<file path="config.mk">
export PLATFORM = sky130hd
export DESIGN_NAME = pixel_weight_sequencer_flat
export DESIGN_NICKNAME = d
export VERILOG_FILES = /design/src/rtl/nn_mac_pkg.sv /design/src/rtl/pixel_weight_sequencer_if.sv /design/src/rtl/pixel_weight_sequencer.sv /design/src/flat_wrapper.sv
export SDC_FILE = /design/constraint.sdc
export NUM_CORES = 1
export LEC_CHECK = 0
export ABC_CLOCK_PERIOD_IN_PS = 2250
export CAP_MARGIN = 20
export CORE_ASPECT_RATIO = 0.9
export CORE_MARGIN = 1
export CORE_UTILIZATION = 35
export DETAILED_ROUTE_END_ITERATION = 16
export SLEW_MARGIN = 20
export SYNTH_ARGS = -nofsm -noshare
export SYNTH_HDL_FRONTEND = slang
export SYNTH_SLANG_ARGS = --single-unit
</file>
<file path="constraint.sdc">
create_clock -name clk -period 2.25 [get_ports clk]
set_clock_uncertainty 0.2 [all_clocks]
set_input_delay 0.3375 -clock clk [delete_from_list [all_inputs] [get_ports clk]]
set_output_delay 0.3375 -clock clk [all_outputs]
set_load 0.1 [all_outputs]
</file>
<file path="src/rtl/nn_mac_pkg.sv">
// Shared types for the pixel/weight MAC datapath: widths, word typedefs and the
// sequencer state encoding.
package nn_mac_pkg;

    localparam int WEIGHT_W = 12;
    localparam int ACC_W    = 19;

    typedef logic [WEIGHT_W-1:0] weight_t;
    typedef logic [ACC_W-1:0]    acc_t;

    typedef enum logic [2:0] {
        S_IDLE   = 3'd0,
        S_PRIME  = 3'd1,
        S_STREAM = 3'd2,
        S_DRAIN  = 3'd3,
        S_DONE   = 3'd4
    } seq_state_t;

    // Counter/address width for a range of n values, never narrower than one bit.
    function automatic int addr_width(input int n);
        return (n > 1) ? $clog2(n) : 1;
    endfunction

endpackage

</file>
<file path="src/rtl/pixel_weight_sequencer_if.sv">
// Bundle of the sequencer's job, weight-memory, multiplier and result signals.
// master = sequencer side, slave = environment (controller, memory, MAC).
interface pixel_weight_sequencer_if
    import nn_mac_pkg::*;
#(
    parameter int N_INPUTS = 16,
    parameter int WEIGHT_W = nn_mac_pkg::WEIGHT_W,
    parameter int ACC_W    = nn_mac_pkg::ACC_W
);
    localparam int ADDR_W = addr_width(N_INPUTS);

    // Handshakes: a transfer happens in every cycle where valid && ready are both
    // high at the rising edge; the source holds its payload steady until then.
    logic                start_valid;
    logic                start_ready;
    logic [N_INPUTS-1:0] pixel_vec;

    logic                weight_rd_en;
    logic [ADDR_W-1:0]   weight_addr;
    logic [WEIGHT_W-1:0] weight_data;

    logic [WEIGHT_W-1:0] WeightPort;
    logic                PixelPort;
    logic                mac_clear;
    logic                mac_en;
    logic [ACC_W-1:0]    Output_syn;

    logic                result_valid;
    logic                result_ready;
    logic [ACC_W-1:0]    result_data;
    logic                busy;

    modport master (
        input  start_valid, pixel_vec, weight_data, Output_syn, result_ready,
        output start_ready, weight_rd_en, weight_addr, WeightPort, PixelPort,
               mac_clear, mac_en, result_valid, result_data, busy
    );

    modport slave (
        output start_valid, pixel_vec, weight_data, Output_syn, result_ready,
        input  start_ready, weight_rd_en, weight_addr, WeightPort, PixelPort,
               mac_clear, mac_en, result_valid, result_data, busy
    );

endinterface

</file>
<file path="src/rtl/pixel_weight_sequencer.sv">
// Job sequencer feeding a fixed-point multiplier-accumulator with pixel/weight beats.
// Optional macro PIXEL_GATE_EN: zero-pixel beats drop mac_en and zero WeightPort.
module pixel_weight_sequencer
    import nn_mac_pkg::*;
#(
    parameter int N_INPUTS    = 16,
    parameter int WEIGHT_W    = nn_mac_pkg::WEIGHT_W,
    parameter int ACC_W       = nn_mac_pkg::ACC_W,
    parameter int MAC_LATENCY = 2
) (
    input  logic                            clk,
    input  logic                            GlobalReset,
    pixel_weight_sequencer_if.master        bus,
    output seq_state_t                      state_dbg
);

    localparam int ADDR_W  = addr_width(N_INPUTS);
    localparam int DRAIN_W = addr_width(MAC_LATENCY);
    localparam logic [ADDR_W-1:0]  LAST_BEAT  = ADDR_W'(N_INPUTS - 1);
    localparam logic [ADDR_W-1:0]  ADDR_ONE   = ADDR_W'(1);
    localparam logic [DRAIN_W-1:0] LAST_DRAIN = DRAIN_W'(MAC_LATENCY - 1);
    localparam logic [DRAIN_W-1:0] DRAIN_ONE  = DRAIN_W'(1);

`ifdef PIXEL_GATE_EN
    localparam bit GATE = 1'b1;
`else
    localparam bit GATE = 1'b0;
`endif

    seq_state_t          state;
    logic [N_INPUTS-1:0] pixel_sr;
    logic [ADDR_W-1:0]   beat;
    logic [DRAIN_W-1:0]  drain_cnt;
    logic [ADDR_W-1:0]   addr_q;
    logic [ACC_W-1:0]    result_q;
    logic                start_ready_q;
    logic                busy_q;
    logic                rd_en_q;
    logic                clear_q;
    logic                en_q;
    logic                stream_q;
    logic                pixel_q;
    logic                valid_q;
    logic                pass_weight;

    // Pixels are consumed LSB first from a shift register, so bit k lands on beat k.
    always_ff @(posedge clk or negedge GlobalReset) begin
        if (!GlobalReset) begin
            state         <= S_IDLE;
            pixel_sr      <= '0;
            beat          <= '0;
            drain_cnt     <= '0;
            addr_q        <= '0;
            result_q      <= '0;
            start_ready_q <= 1'b1;
            busy_q        <= 1'b0;
            rd_en_q       <= 1'b0;
            clear_q       <= 1'b0;
            en_q          <= 1'b0;
            stream_q      <= 1'b0;
            pixel_q       <= 1'b0;
            valid_q       <= 1'b0;
        end else begin
            clear_q <= 1'b0;
            case (state)
                S_IDLE: begin
                    if (bus.start_valid) begin
                        state         <= S_PRIME;
                        pixel_sr      <= bus.pixel_vec;
                        start_ready_q <= 1'b0;
                        busy_q        <= 1'b1;
                        clear_q       <= 1'b1;
                        rd_en_q       <= 1'b1;
                        addr_q        <= '0;
                    end
                end
                S_PRIME: begin
                    state    <= S_STREAM;
                    beat     <= '0;
                    stream_q <= 1'b1;
                    pixel_q  <= pixel_sr[0];
                    en_q     <= pixel_sr[0] | ~GATE;
                    pixel_sr <= pixel_sr >> 1;
                    rd_en_q  <= (N_INPUTS > 1);
                    addr_q   <= (N_INPUTS > 1) ? ADDR_ONE : '0;
                end
                S_STREAM: begin
                    if (beat == LAST_BEAT) begin
                        state     <= S_DRAIN;
                        drain_cnt <= '0;
                        stream_q  <= 1'b0;
                        pixel_q   <= 1'b0;
                        en_q      <= 1'b0;
                        rd_en_q   <= 1'b0;
                        addr_q    <= '0;
                    end else begin
                        beat     <= beat + ADDR_ONE;
                        pixel_q  <= pixel_sr[0];
                        en_q     <= pixel_sr[0] | ~GATE;
                        pixel_sr <= pixel_sr >> 1;
                        // The read for beat k+1 is issued during beat k.
                        if ((beat + ADDR_ONE) < LAST_BEAT) begin
                            rd_en_q <= 1'b1;
                            addr_q  <= addr_q + ADDR_ONE;
                        end else begin
                            rd_en_q <= 1'b0;
                            addr_q  <= '0;
                        end
                    end
                end
                S_DRAIN: begin
                    if (drain_cnt == LAST_DRAIN) begin
                        state    <= S_DONE;
                        result_q <= bus.Output_syn;
                        valid_q  <= 1'b1;
                    end else begin
                        drain_cnt <= drain_cnt + DRAIN_ONE;
                    end
                end
                S_DONE: begin
                    if (bus.result_ready) begin
                        state         <= S_IDLE;
                        valid_q       <= 1'b0;
                        busy_q        <= 1'b0;
                        start_ready_q <= 1'b1;
                    end
                end
                default: begin
                    state         <= S_IDLE;
                    valid_q       <= 1'b0;
                    busy_q        <= 1'b0;
                    start_ready_q <= 1'b1;
                    stream_q      <= 1'b0;
                    pixel_q       <= 1'b0;
                    en_q          <= 1'b0;
                    rd_en_q       <= 1'b0;
                end
            endcase
        end
    end

    // weight_data arrives in the beat itself, so it is forwarded, not registered.
    assign pass_weight = stream_q & (pixel_q | ~GATE);

    assign bus.start_ready  = start_ready_q;
    assign bus.busy         = busy_q;
    assign bus.weight_rd_en = rd_en_q;
    assign bus.weight_addr  = addr_q;
    assign bus.WeightPort   = pass_weight ? bus.weight_data : '0;
    assign bus.PixelPort    = pixel_q;
    assign bus.mac_clear    = clear_q;
    assign bus.mac_en       = en_q;
    assign bus.result_valid = valid_q;
    assign bus.result_data  = result_q;
    assign state_dbg        = state;

endmodule

</file>
<file path="src/flat_wrapper.sv">
// flat-port wrapper written by rule: the top's interface ports become plain ports
module pixel_weight_sequencer_flat import nn_mac_pkg::*;
#(
    parameter int N_INPUTS    = 16,
    parameter int WEIGHT_W    = nn_mac_pkg::WEIGHT_W,
    parameter int ACC_W       = nn_mac_pkg::ACC_W,
    parameter int MAC_LATENCY = 2
)
  (clk, GlobalReset, state_dbg, bus_start_valid, bus_pixel_vec, bus_weight_data, bus_Output_syn, bus_result_ready, bus_start_ready, bus_weight_rd_en, bus_weight_addr, bus_WeightPort, bus_PixelPort, bus_mac_clear, bus_mac_en, bus_result_valid, bus_result_data, bus_busy);
  pixel_weight_sequencer_if #(.N_INPUTS(N_INPUTS), .WEIGHT_W(WEIGHT_W), .ACC_W(ACC_W)) bus_i ();
  input  logic clk;
  input  logic GlobalReset;
  output seq_state_t state_dbg;
  input wire logic [$bits(bus_i.start_valid)-1:0] bus_start_valid;
  input wire logic [$bits(bus_i.pixel_vec)-1:0] bus_pixel_vec;
  input wire logic [$bits(bus_i.weight_data)-1:0] bus_weight_data;
  input wire logic [$bits(bus_i.Output_syn)-1:0] bus_Output_syn;
  input wire logic [$bits(bus_i.result_ready)-1:0] bus_result_ready;
  output wire logic [$bits(bus_i.start_ready)-1:0] bus_start_ready;
  output wire logic [$bits(bus_i.weight_rd_en)-1:0] bus_weight_rd_en;
  output wire logic [$bits(bus_i.weight_addr)-1:0] bus_weight_addr;
  output wire logic [$bits(bus_i.WeightPort)-1:0] bus_WeightPort;
  output wire logic [$bits(bus_i.PixelPort)-1:0] bus_PixelPort;
  output wire logic [$bits(bus_i.mac_clear)-1:0] bus_mac_clear;
  output wire logic [$bits(bus_i.mac_en)-1:0] bus_mac_en;
  output wire logic [$bits(bus_i.result_valid)-1:0] bus_result_valid;
  output wire logic [$bits(bus_i.result_data)-1:0] bus_result_data;
  output wire logic [$bits(bus_i.busy)-1:0] bus_busy;
  assign bus_i.start_valid = bus_start_valid;
  assign bus_i.pixel_vec = bus_pixel_vec;
  assign bus_i.weight_data = bus_weight_data;
  assign bus_i.Output_syn = bus_Output_syn;
  assign bus_i.result_ready = bus_result_ready;
  assign bus_start_ready = bus_i.start_ready;
  assign bus_weight_rd_en = bus_i.weight_rd_en;
  assign bus_weight_addr = bus_i.weight_addr;
  assign bus_WeightPort = bus_i.WeightPort;
  assign bus_PixelPort = bus_i.PixelPort;
  assign bus_mac_clear = bus_i.mac_clear;
  assign bus_mac_en = bus_i.mac_en;
  assign bus_result_valid = bus_i.result_valid;
  assign bus_result_data = bus_i.result_data;
  assign bus_busy = bus_i.busy;
  pixel_weight_sequencer #(.N_INPUTS(N_INPUTS), .WEIGHT_W(WEIGHT_W), .ACC_W(ACC_W), .MAC_LATENCY(MAC_LATENCY)) u_core (.clk(clk), .GlobalReset(GlobalReset), .bus(bus_i), .state_dbg(state_dbg));
endmodule
</file>
==> flow_summary_export.csv <==
group,metric,value,unit
outcome,outcome,"complete, no violations",
yosys,ys_sh_mux,14.3,%
yosys,asyncSetResetFlopFracSynth,100,%
run,maxCapViolations,0,
yosys,synth_nets,299,
worst_setup_path,endpoint,"u_core.pixel_sr[13]",
sta,finalMaxSlewViolations,0,
place,post-place-ws,0.312,ns
yosys,yosys.cell_count.top_type,"sky130_fd_sc_hd__dfrtp_1",
yosys,synth.top_cells.by_area,"sky130_fd_sc_hd__dfrtp_1 50%, sky130_fd_sc_hd__mux2_1 7.9%, sky130_fd_sc_hd__mux2i_1 5.9%, sky130_fd_sc_hd__nand2_1 4.0%, sky130_fd_sc_hd__o21ai_2 3.6%",
worst_setup_path,setup_slack_of_the_worst_register_to_register_path,0.29,ns
yosys,ys.flop_type,"sky130_fd_sc_hd__dfrtp_1",
worst_setup_path,reg2reg_from,"u_core.state_dbg[0]",
finish,nNonClkBuffers,103,
die,floorplan.tapcells,93,
worst_hold_path,hp-class,"flop to flop",
cts,cts-root-to-sink-buffers,2,
worst_setup_path,cp-end-kind,"flop",
place,dpl.hpwl,4350,um
die,core_util_floorplan,37.1,%
worst_setup_path,worst_path_dominant_cell_family,"simple AND/OR/NAND/NOR gates",
die,chipArea,8050,um^2
global_route,gr-usage-met3,3.85,%
worst_setup_path,cp.depth,5,
route,via_per_inst,4.87,
global_route,grt-busiest-layer,"met2",
route,drt-met1-wl,2730,um
sta,fmax,0.510,GHz
finish,largest_register_ff_count,19,
worst_setup_path,cp.buffers_inverters,0,
yosys,yosys.area.top_type_share,50.2,%
route,routed_wire_length_per_instance,13.1,um
sta,finalSetupViolations,0,
sta,max_slew.worst_pin.slew,0.584,ns
yosys,post_synth_main_logic_family,"simple AND/OR/NAND/NOR gates",
yosys,synthAoiAreaFrac,14.4,%
yosys,synth.cellmix.simpleShare,14.6,%
run,warnings,27,
place,cell_count_post_placement,428,
finish,fill_cells,645,
finish,fin_util,54.1,%
worst_hold_path,hold_path_depth,2,
finish,combAreaFraction,30.6,%
place,gpl.final_weighted_congestion,0.823,
yosys,ys_types,45,
finish,final-clk-cell-share,2.42,%
sta,fin_crit_sh,87.2,%
place,dpl_cell_area,3820,um^2
sta,holdWs,0.284,ns
yosys,syn-cell-area,2690,um^2
finish,lay_top_cells,"52 x sky130_fd_sc_hd__dfrtp_1, 49 x sky130_fd_sc_hd__clkdlybuf4s50_1, 35 x sky130_fd_sc_hd__buf_4",
worst_setup_path,rr_endpoint,"u_core.pixel_sr[13]",
finish,final-instance-count-excl-fill,437,
finish,inverters,7,
worst_setup_path,standard_cell_with_the_maximum_stage_delay_on_the_critical_path,"sky130_fd_sc_hd__dfrtp_2",
sta,final.min_clock_period,1.96,ns
yosys,synth_flops,55,
global_route,grt_overflow,0,
sta,rsz0062_at_grt,"false",
sta,worst_slack,0.287,ns
worst_setup_path,path_cells,"nor2b_2 -> nor2_4 -> nor2_8 -> mux2i_1 -> o21ai_2",
route,top_layer,"met4",
yosys,synth_adder_area_share,1.39,%
finish,final-nonclk-buf-share,28.2,%
global_route,global_route.usage.met2,24.4,%
finish,n_multi_input_combinational_cell,171,
global_route,globalRouteMet1Util,20.8,%
cts,tritoncts,"yes",
yosys,syn-mean-instance-area,11.0,um^2
die,ioPinCount,96,
finish,finalNetCount,397,
worst_setup_path,critPathKind,"flop to flop",
route,met3WireLength,432,um
yosys,postSynthSeqShare,51.1,%
==> images/clock_map.png <==
(6 px per um)
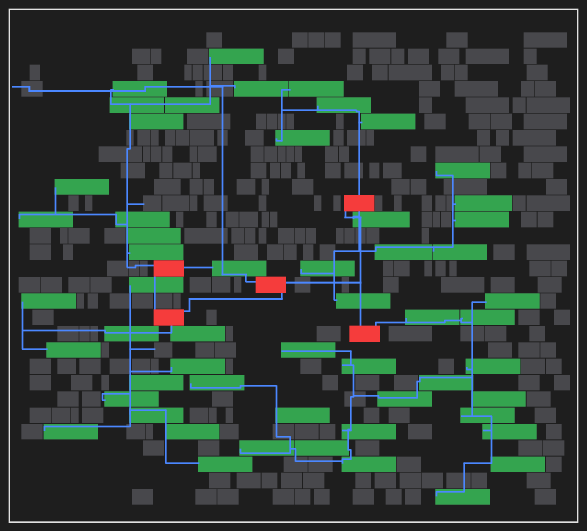
Blue marks clock wires, length 650 um. Green marks flip-flops, count 55. Red marks cells driving clock nets, count 5.
Position of the flops: spread over the die. There are 6 routed clock nets.
Late-Pin Clk Latency: 0.32 ns

==> images/cell_classes.png <==
(4 px per um) Fill, decap, tap and diode cells in grey.
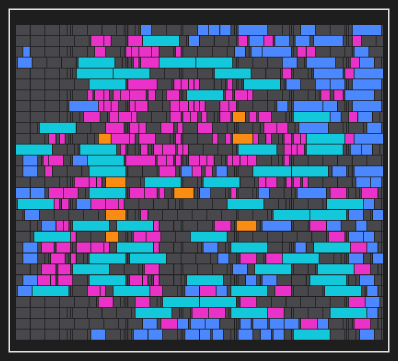
Blue marks other buffers and delay cells, cells 103, share of their area 29%. Magenta marks all other logic, cells 178, share of their area 32%. Cyan marks flops, cells 55, share of their area 36%. Orange marks clock drivers and dummy loads, cells 8, share of their area 2.5%.
Placement Rows: 29
share of the final layout cell area in sequential cells: 35.1%
Design Area, Final: 3930 um^2

==> images/final_clocks.png <==
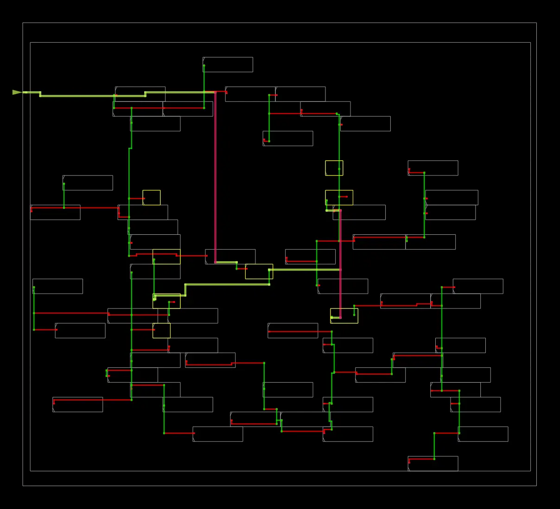
number of clock buffers in the layout: 5
clock sink count: 55
number of buffers added by the clock tree synthesis step: 5
flop count: 55

==> images/pins.png <==
(3 px per um) Pins as bars across the die edge, other pins in grey.
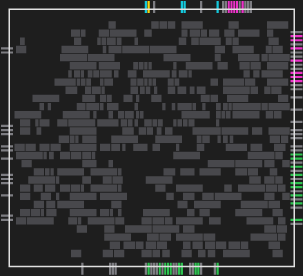
Yellow marks bus_weight_rd_en, pins 1, direction output, edge top. Cyan marks bus_weight_addr, pins 4, direction output, edge top. Green marks bus_result_data, pins 19, direction output, edge 10 bottom, 9 right. Magenta marks bus_weight_data, pins 12, direction input, edge 7 right, 5 top.
All pins by edge: 39 right, 25 bottom, 18 top, 14 left.
Die Y: 85.2 um
number of port buffers: 95
width of the die: 94.5 um

==> images/met2.png <==
(4 px per um)
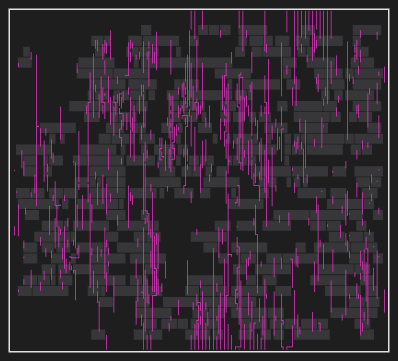
The layer carries 2520 um of wire. 334 nets have wire on it. The layer holds 44% of the routed length. The wires run mostly vertical.
overall via count from detail_route: 2127
total wirelength of the detailed-routed design: 5740 um

